<file path="src/rtl/apb_master_bridge_pkg.sv">
// -----------------------------------------------------------------------------
// apb_pkg
//   Shared types for the APB4 master bridge: the bridge FSM state encoding,
//   the latched request record, and a helper that sizes the slave-index field.
//
//   apb_req_t is sized for the widest supported configuration
//   (ADDR_W <= 32, DATA_W <= 64). Narrower instances fill the low bits and
//   leave the rest zero.
// -----------------------------------------------------------------------------
package apb_pkg;

    localparam int unsigned APB_MAX_ADDR_W = 32;
    localparam int unsigned APB_MAX_DATA_W = 64;
    localparam int unsigned APB_MAX_STRB_W = APB_MAX_DATA_W / 8;

    typedef enum logic [1:0] {
        IDLE   = 2'd0,
        SETUP  = 2'd1,
        ACCESS = 2'd2,
        RESP   = 2'd3
    } apb_state_e;

    typedef struct packed {
        logic                      write;
        logic [APB_MAX_ADDR_W-1:0] addr;
        logic [APB_MAX_DATA_W-1:0] wdata;
        logic [APB_MAX_STRB_W-1:0] strb;
    } apb_req_t;

    // Width of the slave-index field. A single slave still gets one bit, so
    // the index vector never collapses to zero width.
    function automatic int unsigned sel_width(input int unsigned num_slaves);
        return (num_slaves > 1) ? $clog2(num_slaves) : 1;
    endfunction

endpackage

</file>
<file path="src/rtl/apb_master_bridge_if.sv">
// -----------------------------------------------------------------------------
// apb_master_bridge_if
//   Bundles the bridge's request/response port and its APB4 master port.
//
//   modport master : the bridge's view (drives req_ready, rsp_*, PSEL,
//                    PENABLE, PWRITE, PADDR, PWDATA, PSTRB).
//   modport slave  : the environment's view (requester plus APB slave fabric).
//
//   Parameters: ADDR_W, DATA_W (multiple of 8), NUM_SLAVES (1..16).
// -----------------------------------------------------------------------------
interface apb_master_bridge_if #(
    parameter int unsigned ADDR_W     = 9,
    parameter int unsigned DATA_W     = 8,
    parameter int unsigned NUM_SLAVES = 2
);
    localparam int unsigned STRB_W = DATA_W / 8;

    // Request / response side
    logic                         req_valid;
    logic                         req_ready;
    logic                         req_write;
    logic [ADDR_W-1:0]            req_addr;
    logic [DATA_W-1:0]            req_wdata;
    logic [STRB_W-1:0]            req_strb;
    logic                         rsp_valid;
    logic [DATA_W-1:0]            rsp_rdata;
    logic                         rsp_err;

    // APB4 side
    logic [NUM_SLAVES-1:0]        PSEL;
    logic                         PENABLE;
    logic                         PWRITE;
    logic [ADDR_W-1:0]            PADDR;
    logic [DATA_W-1:0]            PWDATA;
    logic [STRB_W-1:0]            PSTRB;
    logic [NUM_SLAVES*DATA_W-1:0] PRDATA;
    logic [NUM_SLAVES-1:0]        PREADY;
    logic [NUM_SLAVES-1:0]        PSLVERR;

    modport master (
        input  req_valid, req_write, req_addr, req_wdata, req_strb,
        output req_ready, rsp_valid, rsp_rdata, rsp_err,
        output PSEL, PENABLE, PWRITE, PADDR, PWDATA, PSTRB,
        input  PRDATA, PREADY, PSLVERR
    );

    modport slave (
        output req_valid, req_write, req_addr, req_wdata, req_strb,
        input  req_ready, rsp_valid, rsp_rdata, rsp_err,
        input  PSEL, PENABLE, PWRITE, PADDR, PWDATA, PSTRB,
        output PRDATA, PREADY, PSLVERR
    );

endinterface

</file>
<file path="src/rtl/apb_master_bridge_decoder.sv">
// -----------------------------------------------------------------------------
// apb_addr_decoder
//   Combinational slave decode. The slave index is the top SEL_W address bits;
//   an index at or beyond NUM_SLAVES is flagged as a decode error and selects
//   nothing. With a single slave, index 0 is always used.
//
//   Ports:
//     addr  in  ADDR_W      request address
//     valid out 1           index addresses an existing slave
//     sel   out NUM_SLAVES  one-hot select (all zero when !valid)
// -----------------------------------------------------------------------------
module apb_addr_decoder
    import apb_pkg::*;
#(
    parameter int unsigned ADDR_W     = 9,
    parameter int unsigned NUM_SLAVES = 2
) (
    input  logic [ADDR_W-1:0]     addr,
    output logic                  valid,
    output logic [NUM_SLAVES-1:0] sel
);
    localparam int unsigned SEL_W = sel_width(NUM_SLAVES);

    logic [SEL_W-1:0] idx;

    if (NUM_SLAVES == 1) begin : g_single
        assign idx   = '0;
        assign valid = 1'b1;
    end else begin : g_multi
        assign idx   = addr[ADDR_W-1 -: SEL_W];
        assign valid = (32'(idx) < NUM_SLAVES);
    end

    always_comb begin
        // NOTE: every always_comb output gets a default first, so no path can
        // leave it unassigned and infer a latch.
        sel = '0;
        for (int i = 0; i < NUM_SLAVES; i++) begin
            sel[i] = valid && (32'(idx) == 32'(i));
        end
    end

    // Only the index bits carry meaning; the rest of the address is folded
    // here so the whole input vector counts as consumed.
    logic unused_addr_bits;
    assign unused_addr_bits = ^addr;

endmodule

</file>
<file path="src/rtl/apb_master_bridge.sv">
// -----------------------------------------------------------------------------
// apb_master_bridge
//   APB4 master bridge: turns a valid/ready request into an APB4 SETUP/ACCESS
//   transfer to one of NUM_SLAVES slaves, then returns a single-cycle
//   response pulse. Address decode errors are answered directly without any
//   APB activity.
//
//   Parameters: ADDR_W (<=32), DATA_W (multiple of 8, <=64),
//               NUM_SLAVES (1..16), TIMEOUT_CYC (only with APB_TIMEOUT_EN).
//
//   Ports:
//     clk     in  clock
//     PRESET  in  asynchronous, active-high reset
//     bus     apb_master_bridge_if.master (request, response and APB4 signals)
//
//   Build option: define APB_TIMEOUT_EN to abort an ACCESS phase that has not
//   seen PREADY by its TIMEOUT_CYC-th cycle (answered with rsp_err=1). Without
//   it, ACCESS waits indefinitely.
//
//   Latency (zero wait states): accept at cycle 0, SETUP 1, ACCESS 2,
//   rsp_valid 3, next accept 4. Decode error: rsp_valid at cycle 1.
// -----------------------------------------------------------------------------
module apb_master_bridge
    import apb_pkg::*;
#(
    parameter int unsigned ADDR_W      = 9,
    parameter int unsigned DATA_W      = 8,
    parameter int unsigned NUM_SLAVES  = 2,
    parameter int unsigned TIMEOUT_CYC = 16
) (
    input  logic                clk,
    input  logic                PRESET,
    apb_master_bridge_if.master bus
);
    localparam int unsigned STRB_W = DATA_W / 8;

    apb_state_e            state;
    apb_req_t              req_q;      // request owning the APB bus
    apb_req_t              new_req;
    logic [NUM_SLAVES-1:0] psel_q;     // one-hot form of the latched slave index
    logic                  penable_q;
    logic                  rsp_valid_q;
    logic                  rsp_err_q;
    logic [DATA_W-1:0]     rsp_rdata_q;

    logic                  dec_valid;
    logic [NUM_SLAVES-1:0] dec_sel;

    logic                  pready_sel;
    logic                  pslverr_sel;
    logic [DATA_W-1:0]     prdata_sel;

`ifdef APB_TIMEOUT_EN
    localparam int unsigned TMO_W = $clog2(TIMEOUT_CYC + 1);
    logic [TMO_W-1:0] tmo_cnt;         // number of the current ACCESS cycle
`else
    logic unused_timeout_cfg;
    assign unused_timeout_cfg = (TIMEOUT_CYC == 0);
`endif

    apb_addr_decoder #(
        .ADDR_W     (ADDR_W),
        .NUM_SLAVES (NUM_SLAVES)
    ) u_addr_decoder (
        .addr  (bus.req_addr),
        .valid (dec_valid),
        .sel   (dec_sel)
    );

    // Request as it will be latched; PSTRB must be zero on reads.
    always_comb begin
        new_req                   = '0;
        new_req.write             = bus.req_write;
        new_req.addr[ADDR_W-1:0]  = bus.req_addr;
        new_req.wdata[DATA_W-1:0] = bus.req_wdata;
        new_req.strb[STRB_W-1:0]  = bus.req_write ? bus.req_strb : '0;
    end

    // Pick the selected slave's handshake using the held one-hot select, so
    // unselected slaves' PREADY/PSLVERR/PRDATA never reach the FSM.
    always_comb begin
        pready_sel  = |(bus.PREADY & psel_q);
        pslverr_sel = |(bus.PSLVERR & psel_q);
        prdata_sel  = '0;
        for (int i = 0; i < NUM_SLAVES; i++) begin
            if (psel_q[i]) begin
                prdata_sel = bus.PRDATA[i*DATA_W +: DATA_W];
            end
        end
    end

    always_ff @(posedge clk or posedge PRESET) begin
        if (PRESET) begin
            state       <= IDLE;
            req_q       <= '0;
            psel_q      <= '0;
            penable_q   <= 1'b0;
            rsp_valid_q <= 1'b0;
            rsp_err_q   <= 1'b0;
            rsp_rdata_q <= '0;
`ifdef APB_TIMEOUT_EN
            tmo_cnt     <= '0;
`endif
        end else begin
            // NOTE: state is updated with non-blocking assignments only, so
            // every branch below sees the values from before this edge.
            rsp_valid_q <= 1'b0;
            rsp_err_q   <= 1'b0;
            rsp_rdata_q <= '0;

            case (state)
                IDLE: begin
                    if (bus.req_valid) begin
                        if (dec_valid) begin
                            req_q  <= new_req;
                            psel_q <= dec_sel;
                            state  <= SETUP;
                        end else begin
                            // No slave behind this address: answer at once
                            // and leave the APB outputs untouched.
                            rsp_valid_q <= 1'b1;
                            rsp_err_q   <= 1'b1;
                            state       <= RESP;
                        end
                    end
                end

                SETUP: begin
                    penable_q <= 1'b1;
                    state     <= ACCESS;
`ifdef APB_TIMEOUT_EN
                    tmo_cnt   <= TMO_W'(1);
`endif
                end

                ACCESS: begin
                    // PREADY is checked first so it wins over a timeout that
                    // falls on the same cycle.
                    if (pready_sel) begin
                        psel_q      <= '0;
                        penable_q   <= 1'b0;
                        rsp_valid_q <= 1'b1;
                        rsp_err_q   <= pslverr_sel;
                        rsp_rdata_q <= (!req_q.write && !pslverr_sel) ? prdata_sel : '0;
                        state       <= RESP;
                    end
`ifdef APB_TIMEOUT_EN
                    else if (tmo_cnt == TMO_W'(TIMEOUT_CYC)) begin
                        psel_q      <= '0;
                        penable_q   <= 1'b0;
                        rsp_valid_q <= 1'b1;
                        rsp_err_q   <= 1'b1;
                        state       <= RESP;
                    end else begin
                        tmo_cnt <= tmo_cnt + 1'b1;
                    end
`endif
                end

                RESP: begin
                    state <= IDLE;
                end

                default: begin
                    state <= IDLE;
                end
            endcase
        end
    end

    // Ready is decoded from state but masked by reset so it is low for the
    // whole reset window and high as soon as reset releases.
    assign bus.req_ready = (state == IDLE) && !PRESET;

    assign bus.rsp_valid = rsp_valid_q;
    assign bus.rsp_err   = rsp_err_q;
    assign bus.rsp_rdata = rsp_rdata_q;

    assign bus.PSEL      = psel_q;
    assign bus.PENABLE   = penable_q;
    assign bus.PWRITE    = req_q.write;
    assign bus.PADDR     = req_q.addr[ADDR_W-1:0];
    assign bus.PWDATA    = req_q.wdata[DATA_W-1:0];
    assign bus.PSTRB     = req_q.strb[STRB_W-1:0];

    // Bits of req_q above the configured widths stay zero and are never
    // driven out; fold them so the register counts as fully consumed.
    logic unused_req_bits;
    assign unused_req_bits = ^req_q;

endmodule

</file>
<file path="src/flat_wrapper.sv">
// flat-port wrapper written by rule: the top's interface ports become plain ports
module apb_master_bridge_flat import apb_pkg::*;
#(
    parameter int unsigned ADDR_W      = 9,
    parameter int unsigned DATA_W      = 8,
    parameter int unsigned NUM_SLAVES  = 2,
    parameter int unsigned TIMEOUT_CYC = 16
)
  (clk, PRESET, bus_req_valid, bus_req_write, bus_req_addr, bus_req_wdata, bus_req_strb, bus_req_ready, bus_rsp_valid, bus_rsp_rdata, bus_rsp_err, bus_PSEL, bus_PENABLE, bus_PWRITE, bus_PADDR, bus_PWDATA, bus_PSTRB, bus_PRDATA, bus_PREADY, bus_PSLVERR);
  apb_master_bridge_if #(.ADDR_W(ADDR_W), .DATA_W(DATA_W), .NUM_SLAVES(NUM_SLAVES)) bus_i ();
  input  logic clk;
  input  logic PRESET;
  input wire logic [$bits(bus_i.req_valid)-1:0] bus_req_valid;
  input wire logic [$bits(bus_i.req_write)-1:0] bus_req_write;
  input wire logic [$bits(bus_i.req_addr)-1:0] bus_req_addr;
  input wire logic [$bits(bus_i.req_wdata)-1:0] bus_req_wdata;
  input wire logic [$bits(bus_i.req_strb)-1:0] bus_req_strb;
  output wire logic [$bits(bus_i.req_ready)-1:0] bus_req_ready;
  output wire logic [$bits(bus_i.rsp_valid)-1:0] bus_rsp_valid;
  output wire logic [$bits(bus_i.rsp_rdata)-1:0] bus_rsp_rdata;
  output wire logic [$bits(bus_i.rsp_err)-1:0] bus_rsp_err;
  output wire logic [$bits(bus_i.PSEL)-1:0] bus_PSEL;
  output wire logic [$bits(bus_i.PENABLE)-1:0] bus_PENABLE;
  output wire logic [$bits(bus_i.PWRITE)-1:0] bus_PWRITE;
  output wire logic [$bits(bus_i.PADDR)-1:0] bus_PADDR;
  output wire logic [$bits(bus_i.PWDATA)-1:0] bus_PWDATA;
  output wire logic [$bits(bus_i.PSTRB)-1:0] bus_PSTRB;
  input wire logic [$bits(bus_i.PRDATA)-1:0] bus_PRDATA;
  input wire logic [$bits(bus_i.PREADY)-1:0] bus_PREADY;
  input wire logic [$bits(bus_i.PSLVERR)-1:0] bus_PSLVERR;
  assign bus_i.req_valid = bus_req_valid;
  assign bus_i.req_write = bus_req_write;
  assign bus_i.req_addr = bus_req_addr;
  assign bus_i.req_wdata = bus_req_wdata;
  assign bus_i.req_strb = bus_req_strb;
  assign bus_req_ready = bus_i.req_ready;
  assign bus_rsp_valid = bus_i.rsp_valid;
  assign bus_rsp_rdata = bus_i.rsp_rdata;
  assign bus_rsp_err = bus_i.rsp_err;
  assign bus_PSEL = bus_i.PSEL;
  assign bus_PENABLE = bus_i.PENABLE;
  assign bus_PWRITE = bus_i.PWRITE;
  assign bus_PADDR = bus_i.PADDR;
  assign bus_PWDATA = bus_i.PWDATA;
  assign bus_PSTRB = bus_i.PSTRB;
  assign bus_i.PRDATA = bus_PRDATA;
  assign bus_i.PREADY = bus_PREADY;
  assign bus_i.PSLVERR = bus_PSLVERR;
  apb_master_bridge #(.ADDR_W(ADDR_W), .DATA_W(DATA_W), .NUM_SLAVES(NUM_SLAVES), .TIMEOUT_CYC(TIMEOUT_CYC)) u_core (.clk(clk), .PRESET(PRESET), .bus(bus_i));
endmodule
</file>
<file path="config.mk">
export PLATFORM = sky130hd
export DESIGN_NAME = apb_master_bridge_flat
export DESIGN_NICKNAME = d
export VERILOG_FILES = /design/src/rtl/apb_master_bridge_pkg.sv /design/src/rtl/apb_master_bridge_if.sv /design/src/rtl/apb_master_bridge_decoder.sv /design/src/rtl/apb_master_bridge.sv /design/src/flat_wrapper.sv
export SDC_FILE = /design/constraint.sdc
export NUM_CORES = 1
export LEC_CHECK = 0
export CORE_MARGIN = 4
export CORE_UTILIZATION = 35
export DETAILED_ROUTE_END_ITERATION = 8
export PLACE_DENSITY = 0.83
export REMOVE_ABC_BUFFERS = 1
export SETUP_SLACK_MARGIN = 0.05
export SYNTH_ARGS = -nofsm -noshare
export SYNTH_HDL_FRONTEND = slang
export SYNTH_SLANG_ARGS = --single-unit
</file>
<file path="constraint.sdc">
create_clock -name clk -period 1.5 [get_ports clk]
set_input_delay 0.3 -clock clk [delete_from_list [all_inputs] [get_ports clk]]
set_output_delay 0.3 -clock clk [all_outputs]
set_load 0.03 [all_outputs]
</file>
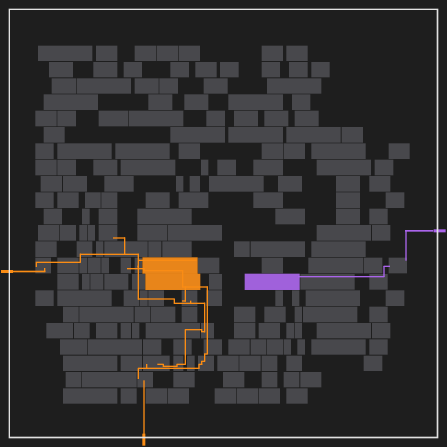
(I/O nets highlighted)
Scale: 6 px per um.
legend:
  bus_PSEL:
    color: orange
    direction: output
    edge: 1 west, 1 south
    end_cells: 2
    buffers: 2
    wire: 134 um
  bus_rsp_valid:
    color: purple
    direction: output
    edge: east
    end_cells: 1
    buffers: 1
    wire: 26.2 um
PortBufs: 74
top-level I/O count: 75

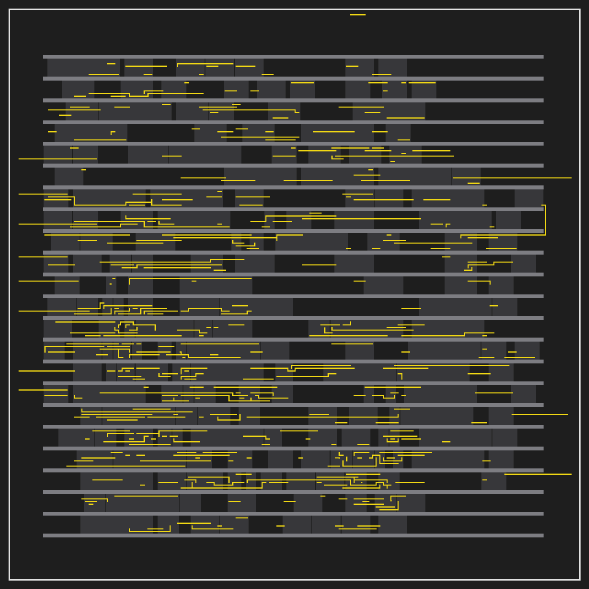
(signal wires on met1)
Scale: 8 px per um. Supply wires on this layer in gray.
wire length on this layer: 1340 um
share of all routed wire: 38%
longest straight run: 18.9 um
main direction: horizontal
grt met1 use: 16.8%
final WL: 3530 um
total number of vias: 1163

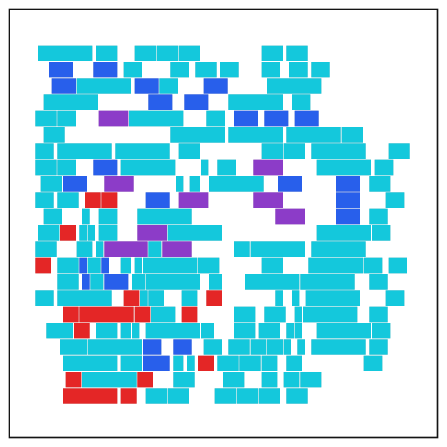
(sizing map)
Scale: 6 px per um.
legend:
  x3 and x4:
    color: red
    cells: 16
    share: 8.2%
  x2:
    color: blue
    cells: 24
    share: 12%
  x1 and smaller:
    color: cyan
    cells: 147
    share: 75%
  x6 and larger:
    color: purple
    cells: 9
    share: 4.6%

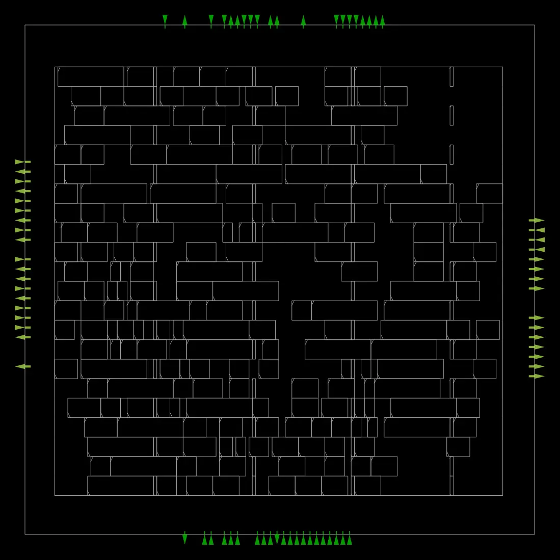
(placement view)
flop count: 34
fin cells: 244

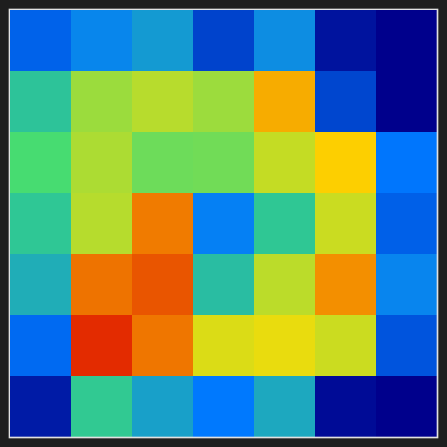
(local utilization)
Scale: 6 px per um. 7 x 7 tiles, from dark blue (low) to red (high), 0 to 100% covered.
nearly empty tiles: 6.1%
fullest tile: 95%
densest ninth of the die: west
emptiest ninth of the die: north-east

==> flow_summary.json <==
{
  "r2r_end": "u_core.state[1]$_DFFE_PP0P_",
  "ys_cells": 107,
  "path_max_fanout": 4,
  "path_depth": 5,
  "slew_violations": 0,
  "setup_viol": 1,
  "postSynthCellCount": 107,
  "setup_ws_ps": -24.3,
  "cp-start-kind": "register",
  "critPathRequiredTime_ps": 1200,
  "drv_cap": 0,
  "die_w_um": 71.1,
  "tap_cells": 48,
  "warnings": 30,
  "fill_cells": 317,
  "largest_reg_flops": 9,
  "area_growth_pct": 69.5,
  "crit_slowest_cell": "dfrtp_1",
  "grt_max_degree": 22,
  "xor_area_share_pct": 0,
  "sh_seq_area_pct": 36.0,
  "top_logic_kind": "multiplexers",
  "flop_area_um2": 851,
  "path_clk_slew_ps": 70,
  "status": "finished with violations",
  "grt_pass1_vias": 1241,
  "drc_errors": 0,
  "viasPerCell": 4.77,
  "p_int_w": 0.00277,
  "fp_util_pct": 37.3,
  "fin_nets": 241,
  "max_slew_margin_pct": 69.6,
  "comb.multi_input.count": 62,
  "logic_area_um2": 523,
  "violations": "setup timing"
}
## stage by stage
step | util, % | instances | hold WS, ps | total power [W]
6_report | 63.2 | 244 | 382 | 0.00454
3_3_place_gp | 59.6 | 231 | 468 | 0.00375
4_1_cts | 62.0 | 240 | 379 | 0.00448
2_1_floorplan | - | 102 | 436 | 0.00280
3_5_place_dp | 59.6 | 231 | 492 | 0.00385
5_1_grt | 63.2 | 244 | 420 | 0.00480
## layout by cell type, fill, tap and decap left out, drive strengths merged, types with 4 or more instances in the layout
master | Yosys | final
nor2 | 9 | 9
mux2 | 18 | 18
dfrtp | 34 | 34
clkbuf | 1 | 8
dlygate4sd2 | 0 | 30
a22oi | 9 | 9
buf | 4 | 15
clkdlybuf4s50 | 0 | 41
nand2 | 5 | 5
ha | 4 | 4
inv | 6 | 6
## cell usage after synthesis
| cell type | instances | area (um^2) |
|---|---|---|
| o21ai_0 | 2 | 10.0 |
| a21oi_1 | 1 | 5.00 |
| nor2_1 | 9 | 33.8 |
| nand4bb_1 | 1 | 11.3 |
| nand2_1 | 5 | 18.8 |
| mux2_2 | 18 | 203 |
| a21oi_2 | 2 | 17.5 |
| a21o_1 | 1 | 7.51 |
| a22oi_1 | 8 | 60.1 |
| buf_2 | 4 | 20.0 |
| and3_1 | 1 | 6.26 |
| o32a_1 | 1 | 10.0 |
| ha_1 | 4 | 50.1 |
| nor2b_1 | 3 | 18.8 |
| o22ai_1 | 2 | 12.5 |
| and2b_1 | 1 | 7.51 |
| a22oi_2 | 1 | 12.5 |
| dfrtp_1 | 34 | 851 |
| clkbuf_1 | 1 | 3.75 |
| inv_1 | 6 | 22.5 |
| nand3_1 | 1 | 5.00 |
| a2bb2oi_1 | 1 | 8.76 |
Power and IR drop assume default switching activity.
